$ cat config.mk
export PLATFORM = sky130hd
export DESIGN_NAME = rule_cfg_arbiter
export DESIGN_NICKNAME = d
export VERILOG_FILES = /design/src/rtl/rule_cfg_pkg.sv /design/src/rtl/rule_cfg_arbiter_rr_pick.sv /design/src/rtl/rule_cfg_arbiter.sv
export SDC_FILE = /design/constraint.sdc
export NUM_CORES = 1
export LEC_CHECK = 0
export CAP_MARGIN = 5
export CORE_MARGIN = 1.5
export CORE_UTILIZATION = 43
export CTS_CLUSTER_DIAMETER = 120
export CTS_CLUSTER_SIZE = 10
export DETAILED_ROUTE_END_ITERATION = 16
export GPL_TIMING_DRIVEN = 0
export PLACE_DENSITY_LB_ADDON = 0.25
export SLEW_MARGIN = 25
export SYNTH_ARGS = -nofsm -noshare
export SYNTH_HDL_FRONTEND = slang
export SYNTH_SLANG_ARGS = --single-unit
$ cat constraint.sdc
create_clock -name clk -period 4.35 [get_ports clk]
set_input_delay 0.435 -clock clk [delete_from_list [all_inputs] [get_ports clk]]
set_output_delay 0.435 -clock clk [all_outputs]
set_load 0.01 [all_outputs]
$ cat src/rtl/rule_cfg_pkg.sv
// -----------------------------------------------------------------------------
// rule_cfg_pkg
// Shared definitions for the rule-table configuration path.
//   - Arbiter state encoding (also used by debug/visibility logic elsewhere).
//   - Default read data returned when a rule-side transaction times out.
//   - rw encoding of the configuration port, shared with the rule table.
// -----------------------------------------------------------------------------
package rule_cfg_pkg;

    // Arbiter state encoding
    localparam logic [1:0] ARB_IDLE_S = 2'd0;
    localparam logic [1:0] ARB_WAIT_S = 2'd1;
    localparam logic [1:0] ARB_HOLD_S = 2'd2;
    localparam logic [1:0] ARB_REL_S  = 2'd3;

    typedef enum logic [1:0] {
        ARB_IDLE = ARB_IDLE_S,
        ARB_WAIT = ARB_WAIT_S,
        ARB_HOLD = ARB_HOLD_S,
        ARB_REL  = ARB_REL_S
    } arb_state_e;

    // Read data substituted for a transaction the rule side never acked
    localparam logic [31:0] ERR_RDATA_DEF = 32'hDEAD_BEEF;

    // Configuration port rw encoding
    localparam logic CFG_RD = 1'b0;
    localparam logic CFG_WR = 1'b1;

endpackage : rule_cfg_pkg

$ cat src/rtl/rule_cfg_arbiter_rr_pick.sv
// -----------------------------------------------------------------------------
// rr_pick
// Combinational round-robin selector. Searches the request vector starting
// one position after the last granted index, wrapping at N-1 -> 0, and
// returns the first set bit.
// Ports:
//   req   in  N      request vector
//   last  in  IDX_W  index granted most recently
//   grant out IDX_W  selected index (0 when valid is low)
//   valid out 1      at least one request is set
// -----------------------------------------------------------------------------
module rr_pick #(
    parameter int N     = 2,
    parameter int IDX_W = (N > 1) ? $clog2(N) : 1
) (
    input  logic [N-1:0]     req,
    input  logic [IDX_W-1:0] last,
    output logic [IDX_W-1:0] grant,
    output logic             valid
);

    always_comb begin
        int               idx;
        logic [IDX_W-1:0] idx_v;
        // NOTE: every combinational output gets a default before any
        // conditional assignment, so no path leaves it unassigned (no latch).
        grant = '0;
        valid = 1'b0;
        for (int off = 1; off <= N; off++) begin
            idx = int'(last) + off;
            if (idx >= N) begin
                idx = idx - N;
            end
            idx_v = IDX_W'(idx);
            // First hit wins; later candidates are ignored once valid is set.
            if (!valid && req[idx_v]) begin
                valid = 1'b1;
                grant = idx_v;
            end
        end
    end

endmodule : rr_pick

$ cat src/rtl/rule_cfg_arbiter.sv
// -----------------------------------------------------------------------------
// rule_cfg_arbiter
// Shares the single rule-table configuration port between NUM_REQ masters.
// Round-robin, one transaction at a time, four-phase cs/ack sequencing on
// both sides, with a watchdog so a stuck rule port cannot hang a master.
//
// Ports:
//   clk, rst_n        clock, synchronous active-low reset
//   req_cs/rw         per-master chip select / 0:read 1:write
//   req_addr/wdata    per-master address (16b) and write data (32b), packed
//   req_ack           per-master ack, one-hot or zero (registered)
//   req_err           high with req_ack when the transaction timed out
//   req_rdata         read data, valid while req_ack is high
//   cfg2rule_*        registered request to the rule table
//   rule2cfg_ack/rdata  response from the rule table
//
// Optional build macro RULE_ARB_STAT_EN adds:
//   stat_txn_cnt (32, wrapping), stat_tmo_cnt (16, saturating),
//   stat_sticky_err (set by any WAIT or RELEASE timeout, cleared by reset).
// -----------------------------------------------------------------------------
module rule_cfg_arbiter
    import rule_cfg_pkg::*;
#(
    parameter int          NUM_REQ   = 2,
    parameter int          TIMEOUT   = 255,
    parameter logic [31:0] ERR_RDATA = ERR_RDATA_DEF
) (
    input  logic                    clk,
    input  logic                    rst_n,
    input  logic [NUM_REQ-1:0]      req_cs,
    input  logic [NUM_REQ-1:0]      req_rw,
    input  logic [NUM_REQ*16-1:0]   req_addr,
    input  logic [NUM_REQ*32-1:0]   req_wdata,
    output logic [NUM_REQ-1:0]      req_ack,
    output logic                    req_err,
    output logic [31:0]             req_rdata,
    output logic                    cfg2rule_cs,
    output logic                    cfg2rule_rw,
    output logic [15:0]             cfg2rule_addr,
    output logic [31:0]             cfg2rule_wdata,
    input  logic                    rule2cfg_ack,
    input  logic [31:0]             rule2cfg_rdata
`ifdef RULE_ARB_STAT_EN
    ,
    output logic [31:0]             stat_txn_cnt,
    output logic [15:0]             stat_tmo_cnt,
    output logic                    stat_sticky_err
`endif
);

    localparam int IDX_W = (NUM_REQ > 1) ? $clog2(NUM_REQ) : 1;
    // One spare bit so the counter can step past TIMEOUT on the abort cycle.
    localparam int CNT_W = $clog2(TIMEOUT + 1) + 1;
    localparam logic [CNT_W-1:0] TMO_CNT = CNT_W'(TIMEOUT);

    arb_state_e         state_q, state_d;
    logic [IDX_W-1:0]   gnt_q, gnt_d;
    logic [IDX_W-1:0]   last_q, last_d;
    logic [CNT_W-1:0]   cnt_q, cnt_d;
    logic               cs_q, cs_d;
    logic               rw_q, rw_d;
    logic [15:0]        addr_q, addr_d;
    logic [31:0]        wdata_q, wdata_d;
    logic [NUM_REQ-1:0] ack_q, ack_d;
    logic               err_q, err_d;
    logic [31:0]        rdata_q, rdata_d;

    logic [IDX_W-1:0]   pick_idx;
    logic               pick_valid;
    logic               sel_rw;
    logic [15:0]        sel_addr;
    logic [31:0]        sel_wdata;
    logic               cnt_hit;

    rr_pick #(
        .N     (NUM_REQ),
        .IDX_W (IDX_W)
    ) u_rr_pick (
        .req   (req_cs),
        .last  (last_q),
        .grant (pick_idx),
        .valid (pick_valid)
    );

    // Request fields of the candidate master, muxed with constant selects.
    always_comb begin
        sel_rw    = 1'b0;
        sel_addr  = '0;
        sel_wdata = '0;
        for (int i = 0; i < NUM_REQ; i++) begin
            if (pick_idx == IDX_W'(i)) begin
                sel_rw    = req_rw[i];
                sel_addr  = req_addr[i*16 +: 16];
                sel_wdata = req_wdata[i*32 +: 32];
            end
        end
    end

    assign cnt_hit = (cnt_q == TMO_CNT);

    always_comb begin
        state_d = state_q;
        gnt_d   = gnt_q;
        last_d  = last_q;
        cnt_d   = cnt_q;
        cs_d    = cs_q;
        rw_d    = rw_q;
        addr_d  = addr_q;
        wdata_d = wdata_q;
        ack_d   = ack_q;
        err_d   = err_q;
        rdata_d = rdata_q;

        unique case (state_q)
            ARB_IDLE: begin
                if (pick_valid) begin
                    gnt_d   = pick_idx;
                    last_d  = pick_idx;
                    rw_d    = sel_rw;
                    addr_d  = sel_addr;
                    wdata_d = sel_wdata;
                    cs_d    = 1'b1;
                    cnt_d   = '0;
                    state_d = ARB_WAIT;
                end
            end

            ARB_WAIT: begin
                cnt_d = cnt_q + 1'b1;
                if (rule2cfg_ack) begin
                    // Captured for writes too; the master ignores it then.
                    rdata_d        = rule2cfg_rdata;
                    ack_d          = '0;
                    ack_d[gnt_q]   = 1'b1;
                    err_d          = 1'b0;
                    state_d        = ARB_HOLD;
                end else if (cnt_hit) begin
                    // Abort: drop cs now so the rule side can recover while
                    // the master is still completing its handshake.
                    rdata_d        = ERR_RDATA;
                    ack_d          = '0;
                    ack_d[gnt_q]   = 1'b1;
                    err_d          = 1'b1;
                    cs_d           = 1'b0;
                    state_d        = ARB_HOLD;
                end
            end

            ARB_HOLD: begin
                if (!req_cs[gnt_q]) begin
                    ack_d   = '0;
                    err_d   = 1'b0;
                    cs_d    = 1'b0;
                    cnt_d   = '0;
                    state_d = ARB_REL;
                end
            end

            ARB_REL: begin
                // The rule side resynchronises cs, so its ack lags cs by a
                // few cycles; granting before it falls would alias the old
                // ack onto the next transaction.
                cnt_d = cnt_q + 1'b1;
                if (!rule2cfg_ack || cnt_hit) begin
                    state_d = ARB_IDLE;
                end
            end

            default: state_d = ARB_IDLE;
        endcase
    end

    always_ff @(posedge clk) begin
        if (!rst_n) begin
            state_q <= ARB_IDLE;
            gnt_q   <= '0;
            last_q  <= IDX_W'(NUM_REQ - 1);  // master 0 wins first
            cnt_q   <= '0;
            cs_q    <= 1'b0;
            rw_q    <= 1'b0;
            addr_q  <= '0;
            wdata_q <= '0;
            ack_q   <= '0;
            err_q   <= 1'b0;
            rdata_q <= '0;
        end else begin
            // NOTE: state registers use non-blocking assignment so every
            // flop samples the pre-edge values regardless of statement order.
            state_q <= state_d;
            gnt_q   <= gnt_d;
            last_q  <= last_d;
            cnt_q   <= cnt_d;
            cs_q    <= cs_d;
            rw_q    <= rw_d;
            addr_q  <= addr_d;
            wdata_q <= wdata_d;
            ack_q   <= ack_d;
            err_q   <= err_d;
            rdata_q <= rdata_d;
        end
    end

    assign req_ack        = ack_q;
    assign req_err        = err_q;
    assign req_rdata      = rdata_q;
    assign cfg2rule_cs    = cs_q;
    assign cfg2rule_rw    = rw_q;
    assign cfg2rule_addr  = addr_q;
    assign cfg2rule_wdata = wdata_q;

`ifdef RULE_ARB_STAT_EN
    logic        grant_evt, wait_tmo_evt, rel_tmo_evt;
    logic [31:0] stat_txn_q, stat_txn_d;
    logic [15:0] stat_tmo_q, stat_tmo_d;
    logic        stat_sticky_q, stat_sticky_d;

    assign grant_evt    = (state_q == ARB_IDLE) && pick_valid;
    assign wait_tmo_evt = (state_q == ARB_WAIT) && !rule2cfg_ack && cnt_hit;
    assign rel_tmo_evt  = (state_q == ARB_REL) && rule2cfg_ack && cnt_hit;

    always_comb begin
        stat_txn_d    = stat_txn_q;
        stat_tmo_d    = stat_tmo_q;
        stat_sticky_d = stat_sticky_q;
        if (grant_evt) begin
            stat_txn_d = stat_txn_q + 32'd1;
        end
        if (wait_tmo_evt && (stat_tmo_q != 16'hFFFF)) begin
            stat_tmo_d = stat_tmo_q + 16'd1;
        end
        if (wait_tmo_evt || rel_tmo_evt) begin
            stat_sticky_d = 1'b1;
        end
    end

    always_ff @(posedge clk) begin
        if (!rst_n) begin
            stat_txn_q    <= '0;
            stat_tmo_q    <= '0;
            stat_sticky_q <= 1'b0;
        end else begin
            stat_txn_q    <= stat_txn_d;
            stat_tmo_q    <= stat_tmo_d;
            stat_sticky_q <= stat_sticky_d;
        end
    end

    assign stat_txn_cnt    = stat_txn_q;
    assign stat_tmo_cnt    = stat_tmo_q;
    assign stat_sticky_err = stat_sticky_q;
`endif

endmodule : rule_cfg_arbiter

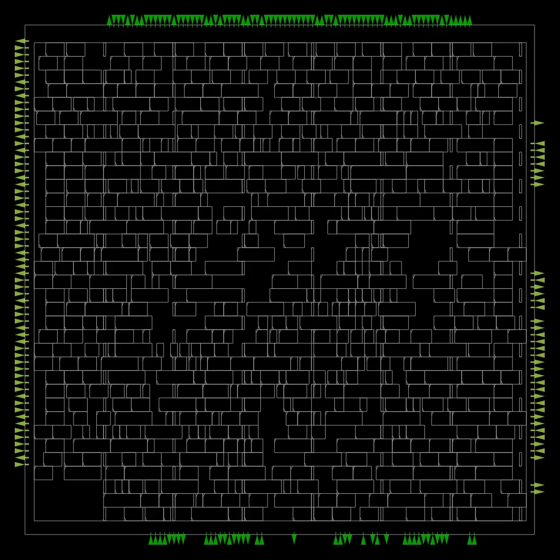
(run_1/placed.png)
Placement Rows: 35
sequential cell count of the final layout: 98
Layout Utilization: 72.1%

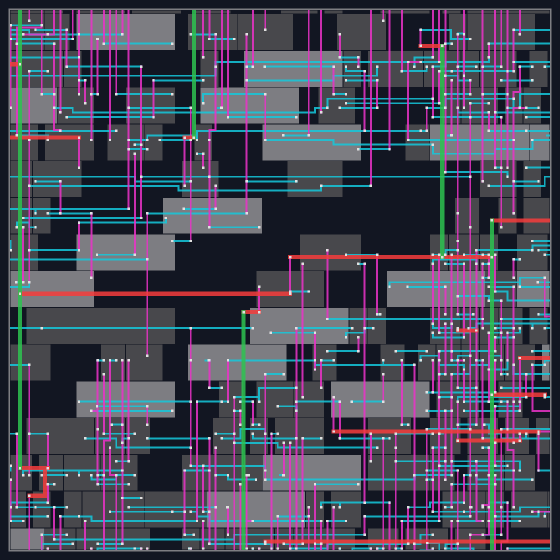
(run_1/closeup.png)
Region (31, 31) to (71, 71) um. Cells in gray, sequential cells in the stronger gray; small squares are vias.
legend:
  M3:
    color: red
  M4:
    color: green
  M2:
    color: magenta
  M1:
    color: cyan
cells with their middle in the window: 127
most frequent: dfxtp_1 (15), nor2_1 (12), a211oi_1 (10)
netlist names of flops here include: cfg2rule_wdata (7), cnt_q (4), state_q (2)
sequential cells in the window: 15

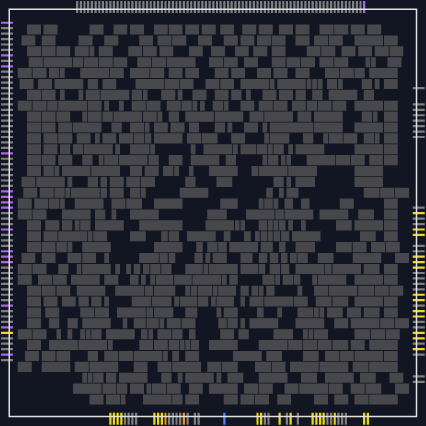
(run_1/pinout.png)
Drawn at 4 px/um. Pins as bars across the die edge, other pins in gray.
legend:
  cfg2rule_cs:
    color: blue
    pins: 1
    direction: output
    edge: south
  cfg2rule_addr:
    color: purple
    pins: 16
    direction: output
    edge: 15 west, 1 north
  rule2cfg_rdata:
    color: yellow
    pins: 32
    direction: input
    edge: 18 south, 13 east, 1 west
  req_ack:
    color: orange
    pins: 2
    direction: output
    edge: south
all pins by edge: 79 north, 63 west, 41 south, 37 east
number of buffer cells added on primary ports: 217
vertical die dimension: 101 um

[run 1: routing by layer]
metal	global-route usage [%]	vias to the layer above	share of wire [%]
met1	27.1	1919	40
met3	5.87	16	6.4
met4	7.37	0	1.4
met5	0	-	0
li1	-	1996	-
met2	42.9	132	52
[run 1: cell usage after synthesis, drive strengths merged (4+ instances only)]
library cell	number	share of area [%]
buf	19	3.0
nor2	67	6.0
mux2i	53	13
o21ai	4	0.48
a211oi	50	9.0
dfxtp	98	47
nand2	13	1.2
nand3	4	0.48
inv	5	0.45
o221a	24	6.5
clkbuf	17	1.5
a22oi	8	1.4
ha	8	2.4
or3	5	0.75
a21oi	10	1.2
[run 1: logic make-up after synthesis]
kind of cell,synth area share (%)
compound gates,21.4
fa+ha+maj,2.40
buf+inv,5.01
flops,47.1
mux,12.8
simple gates,11.3
[run 1: power by group]
| part | switching (W) | leakage [nW] | total (W) | internal, W |
|---|---|---|---|---|
| clock | 0.000322 | 0.117 | 0.000664 | 0.000342 |
| combinational | 0.000757 | 1.62 | 0.00157 | 0.000815 |
| sequential | 0.000137 | 0.807 | 0.00128 | 0.00114 |
| total | 0.00122 | 2.55 | 0.00351 | 0.00230 |
[run 1: critical path, stage by stage (launching register included)]
cell	delay (ns)
dfxtp_1	0.43
ha_1	0.22
and3_1	0.21
nand3_1	0.13
nor2_1	0.15
ha_1	0.28
o21a_1	0.26
clkbuf_1	0.39
o221a_2	0.27
[run 1: through the flow]
stage / utilization (%) / hold WS [ns]
global route: 72.1 / 0.434
finish: 72.1 / 0.418
global placement: 69.7 / 0.441
detailed placement: 69.7 / 0.449
floorplan: - / 0.432
CTS: 72.1 / 0.405
==> summary.rpt, run 1 <==
RUN METRICS
----------------------------------------------------
[Run status]
  Result of the run ........................ completed

[Placement]
  Number of placed cells counting well taps ........................ 762
  Global placement routability congestion ........................ slightly below 0.8

[Timing]
  Upper clock frequency limit ........................ 421 MHz
  Slew Limit Fails ........................ 0
  Number of hold-slack violations in the final timing report ........................ 0
  Setup repair after global routing missed its margin ........................ false
  Minimum setup slack in the final design ........................ 1.97 ns
  Transition time of the tightest slew-check pin ........................ between 0.5 and 0.6 ns
  Final period utilization ........................ approximately 55%
  Worst slew margin ........................ 62.0%

[Routing]
  Wire length reported by the detailed router ........................ 12500 um
  1st-iter DRT viols ........................ 134
  Final ANT Viol Nets ........................ 0
  DR pass1 iterations ........................ 4

[Global routing]
  Largest net degree at the start of global routing ........................ 17
  Total overflow reported by the global router ........................ 0
  Antenna violations before repair ........................ 0
  Overall fraction of global-route tracks in use ........................ 23.6%

[Pwr]
  Overall power after layout ........................ 0.00351 W
  VDD IR max ........................ 266 uV

[Clock tree]
  Post-CTS clock slew at the launch and capture registers of the worst setup and hold paths ........................ roughly 0.09 ns
  Clock latency of the later-clocked register in the worst-skew pair ........................ 0.36 ns
  Clock Root Buffer ........................ clkbuf_8
  TritonCTS clock tree ........................ done
  Maximum level of the CTS H-tree ........................ 3
  Post-CTS Setup Repair Bufs ........................ 0
  Resized Gates After CTS ........................ 0

[Setup path]
  Cells on worst reg2reg path ........................ 8
  CP Max Fanout ........................ 10
  Worst reg2reg path endpoint ........................ req_rdata[30]

[Cells and area]
  Clock buf count ........................ 10
  Sequential cell area ........................ 1960 sq um
  Flop share of the area ........................ between 20% and 30%
  Layout cell share with drive strength beyond 1 ........................ under 10%
  Dominant logic cell type in the layout ........................ clkdlybuf4s50_1
  Leading cell kind ........................ non-clock buffers
  Final instance area ........................ 6730 sq um
  Number of nets in the final layout ........................ 787

[Floorplan]
  Number of well-tap cells placed ........................ 129
  Top Ports ........................ 220

----------------------------------------------------
==> run_1/layers.png <==
Drawn at 4 px/um. Only two layers are drawn.
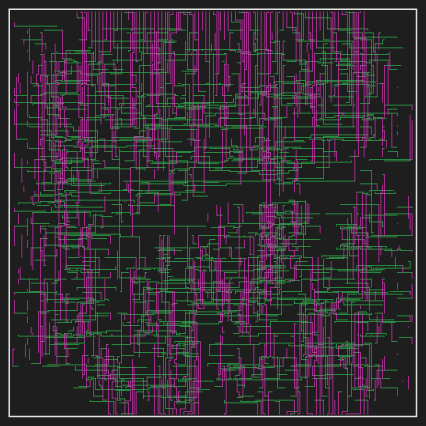

==> run 2, diff against run 1 <==
--- a/config.mk
+++ b/config.mk
@@ -7,7 +7,7 @@
 export LEC_CHECK = 0
 export CAP_MARGIN = 5
 export CORE_MARGIN = 1.5
-export CORE_UTILIZATION = 43
+export CORE_UTILIZATION = 40
 export CTS_CLUSTER_DIAMETER = 120
 export CTS_CLUSTER_SIZE = 10
 export DETAILED_ROUTE_END_ITERATION = 16
==> constraint.sdc (replaced) <==
create_clock -name clk -period 2.25 [get_ports clk]
set_input_delay 0.225 -clock clk [delete_from_list [all_inputs] [get_ports clk]]
set_output_delay 0.225 -clock clk [all_outputs]
set_load 0.01 [all_outputs]
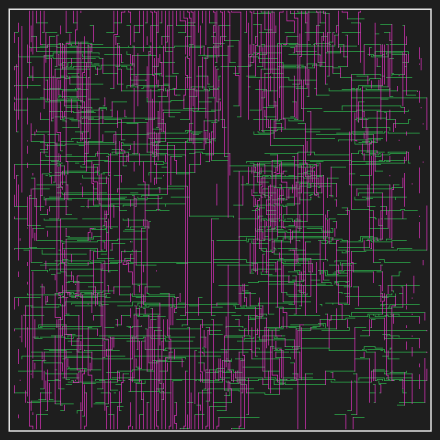
(run_2/layers.png)
Drawn at 4 px/um. Only two layers are drawn.
legend:
  M1:
    color: green
    wire_length: 4720 um
  M2:
    color: magenta
    wire_length: 6090 um

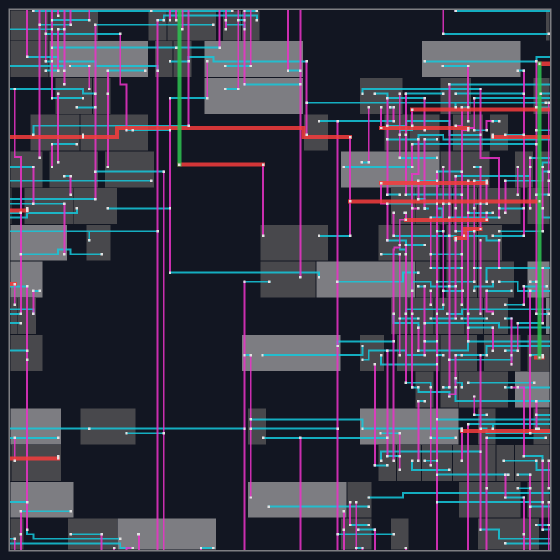
(run_2/closeup.png)
Region (33, 33) to (73, 73) um. Cells in gray, sequential cells in the stronger gray; small squares are vias.
legend:
  M1:
    color: cyan
  M4:
    color: green
  M2:
    color: magenta
  M3:
    color: red
sequential cells in the window: 13
netlist names of flops here include: cfg2rule_wdata (7), cnt_q (5)
cells with their middle in the window: 87
most frequent: dfxtp_1 (13), clkdlybuf4s50_1 (7)

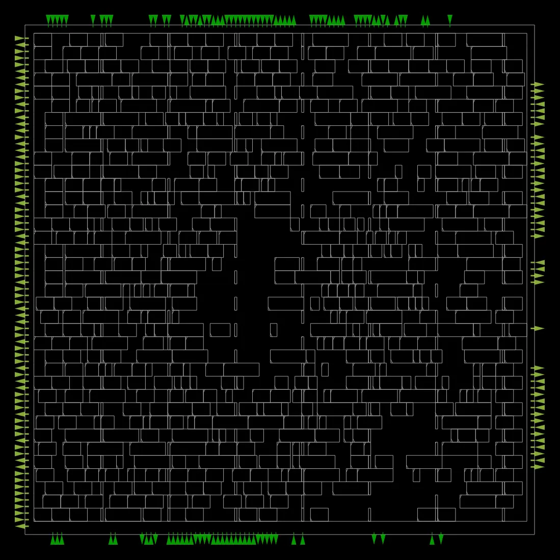
(run_2/placed.png)
flop share of the area: 29.3%
number of well-tap cells placed: 136
Layout Utilization: 65.5%
post-layout instance count excluding filler cells: 785

==> summary.rpt, run 2 <==
RUN METRICS
----------------------------------------------------
[Timing]
  Number of hold-slack violations in the final timing report ........................ 0
  Upper clock frequency limit ........................ roughly 480 MHz
  Count of final setup violators ........................ 0
  Slew Limit Fails ........................ 0
  Transition time of the tightest slew-check pin ........................ 0.525 ns
  Worst slew margin ........................ 65.0%
  Final period utilization ........................ 92.8%
  Setup repair after global routing missed its margin ........................ false

[Setup path]
  Worst reg2reg path endpoint ........................ req_ack[0]
  Cell chain of the critical path ........................ ha_1, and3_1, nand3_1, nor2_1, ha_2, or3b_4, nand3_1, a2bb2oi_1, nor2_1
  CP Max Fanout ........................ 6
  Buf+Inv Stages, Crit Path ........................ 0
  Max stage delay on crit path ........................ 0.40 ns
  Top Family by Delay on Critical Path ........................ simple AND/OR/NAND/NOR gates
  Cells on worst reg2reg path ........................ 9
  Slowest-stage cell, CP ........................ or3b_4

[Pwr]
  Flop pwr share ........................ 37.5%
  Biggest power consumer among the groups ........................ combinational logic
  Clk pwr ........................ 0.00105 W
  Cell internal power dissipation ........................ about 0.0042 W
  Combinational share of power ........................ 46.4%
  Overall power after layout ........................ 0.00656 W
  Combinational gate power ........................ 0.00305 W
  Sequential power ........................ 0.00246 W
  VDD IR max ........................ 448 uV
  Switching share of power ........................ 36.0%
  Clock power frac ........................ about 16%
  Total net switching power ........................ 0.00236 W

[Synth]
  Cell types with the largest area share after synthesis ........................ dfxtp_1, mux2i_1, a211oi_1, o221a_2, nor2_1
  Top-area cell share ........................ 47.1%
  Most instantiated library cell after synthesis ........................ dfxtp_1
  AO/OA Area Share ........................ 21.4%
  Synthesized instance count ........................ between 400 and 500
  Area fraction in and, or, nand and nor cells ........................ a little under an eighth
  Largest area contributor in the synthesized netlist ........................ dfxtp_1
  Arithmetic-cell share of the synthesized area counting full adders, half adders and majority gates ........................ around 2.4%
  Number of warnings printed during yosys synthesis ........................ 0
  Synth mux share ........................ 12.8%
  Logic family by area ........................ AND-OR/OR-AND gates
  Synth cell count leaders ........................ dfxtp_1, nor2_1, mux2i_1
  Area share of xor/xnor cells in the synthesized design ........................ 0%

[Floorplan]
  Placement Rows ........................ 37
  Vertical die dimension ........................ 105 um
  Top Ports ........................ 220
  Floorplan die width ........................ about 110 um

[Placement]
  Number of placed cells counting well taps ........................ 769
  Global placement routability congestion ........................ 0.783
  Number of buffer cells added on primary ports ........................ 217

[Global routing]
  Overall fraction of global-route tracks in use ........................ 21.8%
  Via count of the first global-routing pass ........................ ~4000
  Largest net degree at the start of global routing ........................ 18
  Antenna violations before repair ........................ 0
  Total overflow reported by the global router ........................ 0

[Clock tree]
  Clock buffers created by TritonCTS ........................ 9
  Maximum level of the CTS H-tree ........................ 3
  Clock latency of the later-clocked register in the worst-skew pair ........................ 0.37 ns
  Clock Root Buffer ........................ clkbuf_8
  Post-CTS clock slew at the launch and capture registers of the worst setup and hold paths ........................ 0.09 ns
  TritonCTS clock tree ........................ done

[Cells and area]
  Ant diodes ........................ 0
  Layout cell share with drive strength beyond 1 ........................ 9.86%
  Dominant logic cell type in the layout ........................ clkdlybuf4s50_1
  Number of nets in the final layout ........................ 787

[Routing]
  1st-iter DRT viols ........................ 136
  DR pass1 iterations ........................ 4
  Wire length reported by the detailed router ........................ 12200 um
  Final ANT Viol Nets ........................ 0
  Remaining DRCs ........................ 0

[Run status]
  Result of the run ........................ completed

----------------------------------------------------
[run 2: cell counts after synthesis]
Identical to the previous run, type by type.
[run 2: routing by layer]
layer  part of all wire [%]  GRT usage (%)  routed length [um]
met1                     39           23.8                4720
met5                      0              0                   0
met2                     50           38.9                6090
met4                    1.6           7.14                 195
met3                    9.5           8.17                1150
[run 2: final cells by class]
class | instances | area (sq um)
Clock inverter | 7 | 53.8
Sequential cell | 98 | 1960
Buffer | 36 | 195
Timing Repair Buffer | 217 | 2170
Inverter | 5 | 18.8
Multi-Input combinational cell | 277 | 2010
Fill cell | 859 | 3530
Clock buffer | 9 | 124
Tap cell | 136 | 170
[run 2: repair_timing]
| item | in CTS | in global routing |
|---|---|---|
| pin swaps | 0 | 1 |
| setup endpoints to repair | 20 | 24 |
| gates resized | 2 | 6 |
| hold buffers | 0 | 0 |
| buffers inserted | 0 | 0 |
[run 2: through the flow]
step | hold slack (ns) | setup WS [ns] | TNS, ns | cell area, sq um | util, %
2_1_floorplan | 0.373 | 0.337 | 0 | 4170 | -
3_3_place_gp | 0.444 | 0.00387 | 0 | 6510 | 63.6
3_5_place_dp | 0.453 | -0.0678 | -0.763 | 6510 | 63.6
4_1_cts | 0.194 | 0.0912 | 0 | 6690 | 65.4
5_1_grt | 0.222 | 0.0488 | 0 | 6700 | 65.5
6_report | 0.204 | 0.162 | 0 | 6700 | 65.5
[run 2: how the worst max path moves through the flow]
stage	cells after the start	end	slack, ns	start
2_1_floorplan	8	req_rdata[0]	0.34	cnt_q[0]
3_3_place_gp	8	req_rdata[15]	0.004	cnt_q[0]
3_5_place_dp	8	req_rdata[13]	-0.07	cnt_q[0]
4_1_cts	8	req_rdata[15]	0.09	cnt_q[0]
5_1_grt	7	cfg2rule_addr[14]	0.05	state_q[0]
6_report	9	req_ack[0]	0.16	cnt_q[0]
==> run_2/pinout.png <==
Drawn at 4 px/um. Pins as bars across the die edge, other pins in gray.
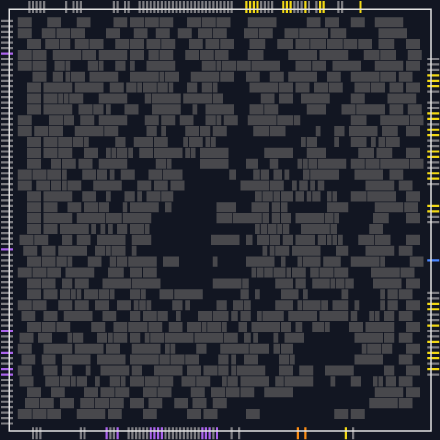

==> run 3, diff against run 2 <==
--- a/config.mk
+++ b/config.mk
@@ -7,7 +7,7 @@
 export LEC_CHECK = 0
 export CAP_MARGIN = 5
 export CORE_MARGIN = 1.5
-export CORE_UTILIZATION = 40
+export CORE_UTILIZATION = 39
 export CTS_CLUSTER_DIAMETER = 120
 export CTS_CLUSTER_SIZE = 10
 export DETAILED_ROUTE_END_ITERATION = 16
@@ -16,4 +16,5 @@
 export SLEW_MARGIN = 25
 export SYNTH_ARGS = -nofsm -noshare
 export SYNTH_HDL_FRONTEND = slang
+export SYNTH_HIERARCHICAL = 1
 export SYNTH_SLANG_ARGS = --single-unit
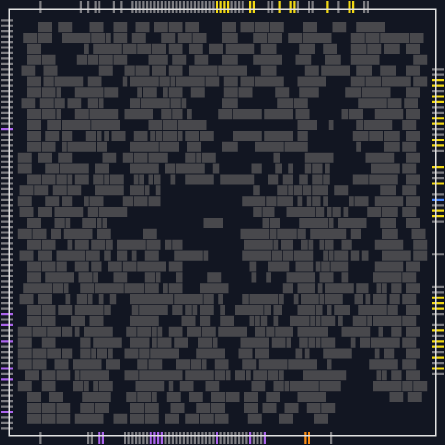
(run_3/pinout.png)
Drawn at 4 px/um. Pins as bars across the die edge, other pins in gray.
legend:
  req_ack:
    color: orange
    pins: 2
    direction: output
    edge: south
  cfg2rule_addr:
    color: purple
    pins: 16
    direction: output
    edge: 9 south, 7 west
  cfg2rule_cs:
    color: blue
    pins: 1
    direction: output
    edge: east
  rule2cfg_rdata:
    color: yellow
    pins: 32
    direction: input
    edge: 20 east, 12 north
number of buffer cells added on primary ports: 218
floorplan die width: 106 um
vertical die dimension: 106 um

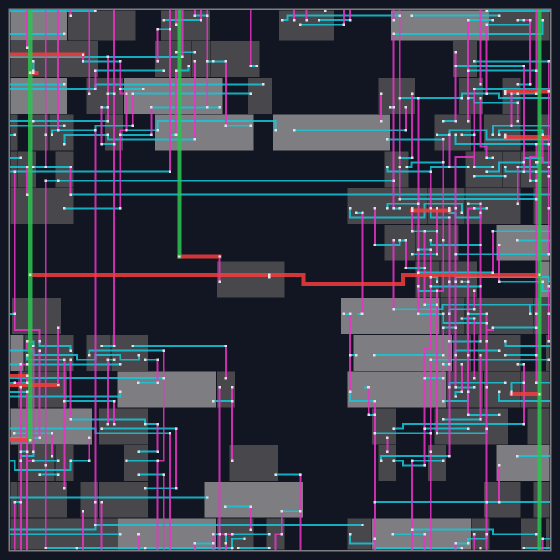
(run_3/closeup.png)
Region (33, 33) to (73, 73) um. Cells in gray, sequential cells in the stronger gray; small squares are vias.
legend:
  M3:
    color: red
  M2:
    color: magenta
  M1:
    color: cyan
  M4:
    color: green
sequential cells in the window: 16
cells with their middle in the window: 83
most frequent: dfxtp_1 (15), clkbuf_1 (7), nor2_1 (7)
netlist names of flops here include: cfg2rule_wdata (8), cnt_q (6)

==> summary.rpt, run 3 <==
RUN METRICS
----------------------------------------------------
[Synth]
  Synth mux share ........................ 13.2%
  AO/OA Area Share ........................ between 20 and 25%
  Area share of xor/xnor cells in the synthesized design ........................ 0%
  Cell types with the largest area share after synthesis ........................ dfxtp_1, mux2i_1, a211oi_1, o221a_2, nor2_1
  Synth cell count leaders ........................ dfxtp_1, nor2_1, mux2i_1
  Largest area contributor in the synthesized netlist ........................ dfxtp_1
  Most instantiated library cell after synthesis ........................ dfxtp_1
  Logic family by area ........................ AND-OR/OR-AND gates

[Clock tree]
  TritonCTS clock tree ........................ done
  Post-CTS clock slew at the launch and capture registers of the worst setup and hold paths ........................ 0.09 ns
  Post-CTS Setup Repair Bufs ........................ 0
  Clock latency of the later-clocked register in the worst-skew pair ........................ 0.36 ns
  Clock buffers created by TritonCTS ........................ 9
  Clock Root Buffer ........................ clkbuf_8
  Maximum level of the CTS H-tree ........................ 3
  Number of hold-repair buffers added at the cts stage ........................ 0

[Global routing]
  Most Used Layer, Global Route ........................ met2
  Via count of the first global-routing pass ........................ 4121
  Met2 Usage GRT ........................ 38.7%
  Largest net degree at the start of global routing ........................ 17
  Total overflow reported by the global router ........................ 0
  GR met3 Demand/Resource ........................ under 10%
  Antenna violations before repair ........................ 0

[Pwr]
  Switching share of power ........................ 33.3%
  Cell internal power dissipation ........................ 0.00459 W
  Clock power frac ........................ 20.1%
  Flop pwr share ........................ 36.4%
  Combinational share of power ........................ 43.5%
  Total net switching power ........................ ~0.0023 W

[Routing]
  Wire length on met1 ........................ 4880 um
  DR pass1 iterations ........................ 5
  Final ANT Viol Nets ........................ 0
  Remaining DRCs ........................ 0
  Uppermost signal routing layer after detailed routing ........................ met4
  Met2 Wirelength ........................ 6150 um
  1st-iter DRT viols ........................ 114

[Setup path]
  Worst reg2reg path endpoint ........................ req_err
  Slowest-stage cell, CP ........................ or3b_4
  Capture point of the critical path ........................ req_err
  Cell chain of the critical path ........................ ha_2, and3_4, and3_1, and3_4, ha_4, or3b_4, o211ai_4, mux2i_1, nor2_1
  Critical path depth ........................ 9
  CP dominant cell by count ........................ and3_4
  Buf+Inv Stages, Crit Path ........................ 0
  Cells on worst reg2reg path ........................ 9
  Max stage delay on crit path ........................ 0.40 ns
  First element of the critical path ........................ cnt_q[0]

[Timing]
  Minimum setup slack in the final design ........................ about 0.050 ns
  Setup repair after global routing missed its margin ........................ true
  Upper clock frequency limit ........................ 455 MHz
  Worst slew margin ........................ 60.7%

[Placement]
  Cell area after placement ........................ ~6500 sq um

[Cells and area]
  Layout cell share with drive strength beyond 1 ........................ 11.1%
  Final instance area ........................ 6820 sq um
  Ant diodes ........................ 0

[Floorplan]
  Top Ports ........................ 220
  Placement Rows ........................ 37

[Run status]
  Result of the run ........................ completed

----------------------------------------------------
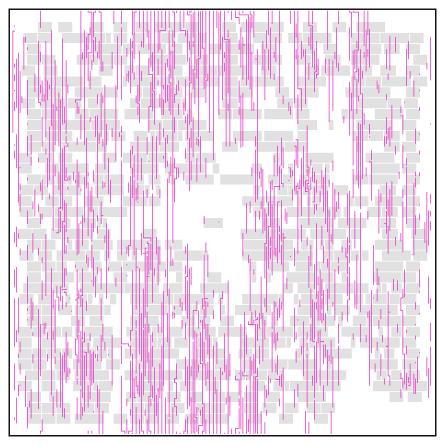
(run_3/m2.png)
Drawn at 4 px/um.
main direction: vertical
longest straight run: 47.9 um
wire length on this layer: 6150 um
nets with wire on the layer: 699

run 3: cell count changes in the layout (fill, tap and decap cells not counted), moves of 3 or more:
cell and change:
a21oi_1 -3, and2_1 +3, or3_1 -3, mux2i_1 +3, nor2_1 -3, bufinv_16 +3
buf_6 -5, buf_2 +6
run 3: cell families (layout without fill, tap and decap cells):
logic type / after synthesis / in the layout
buffers and inverters: 42 / 276
adders and majority gates: 8 / 8
and+or+nand+nor: 103 / 103
muxes: 55 / 55
AOI/OAI and AO/OA: 109 / 109
DFF: 98 / 98
run 3: power groups by stage:
stage | Combinational (W) | Sequential, W | Clock [W]
after floorplan | 0.00124 | 0.00274 | 0
after global placement | 0.00290 | 0.00252 | 0
after detailed placement | 0.00297 | 0.00254 | 0
after CTS | 0.00299 | 0.00250 | 0.00141
after global routing | 0.00324 | 0.00258 | 0.00149
final | 0.00299 | 0.00251 | 0.00138
run 3: stage by stage:
step | power (W) | hold WS [ns] | setup TNS [ns] | std cells
final | 0.00688 | 0.310 | 0 | 785
after global routing | 0.00730 | 0.322 | -0.00768 | 785
after CTS | 0.00691 | 0.289 | 0 | 785
after detailed placement | 0.00551 | 0.452 | -3.16 | 769
after global placement | 0.00542 | 0.442 | -1.76 | 769
after floorplan | 0.00398 | 0.373 | 0 | 415
run 3: what timing repair did:
action / CTS / global route
endpoints found under the setup margin: 30 / 30
pin swaps: 0 / 0
gates resized: 6 / 7
run 3: layout make-up:
cell class                      instances  area, sq um
Tap cell                              136          170
Sequential cell                        98         1970
Buffer                                 36          159
Clock buffer                           10          138
Multi-Input combinational cell        275         2070
Fill cell                             848         3510
Timing Repair Buffer                  218         2180
Inverter                                6         22.5
Clock inverter                          6          114
Power figures rest on the tool's default switching activity, not on a simulated workload.
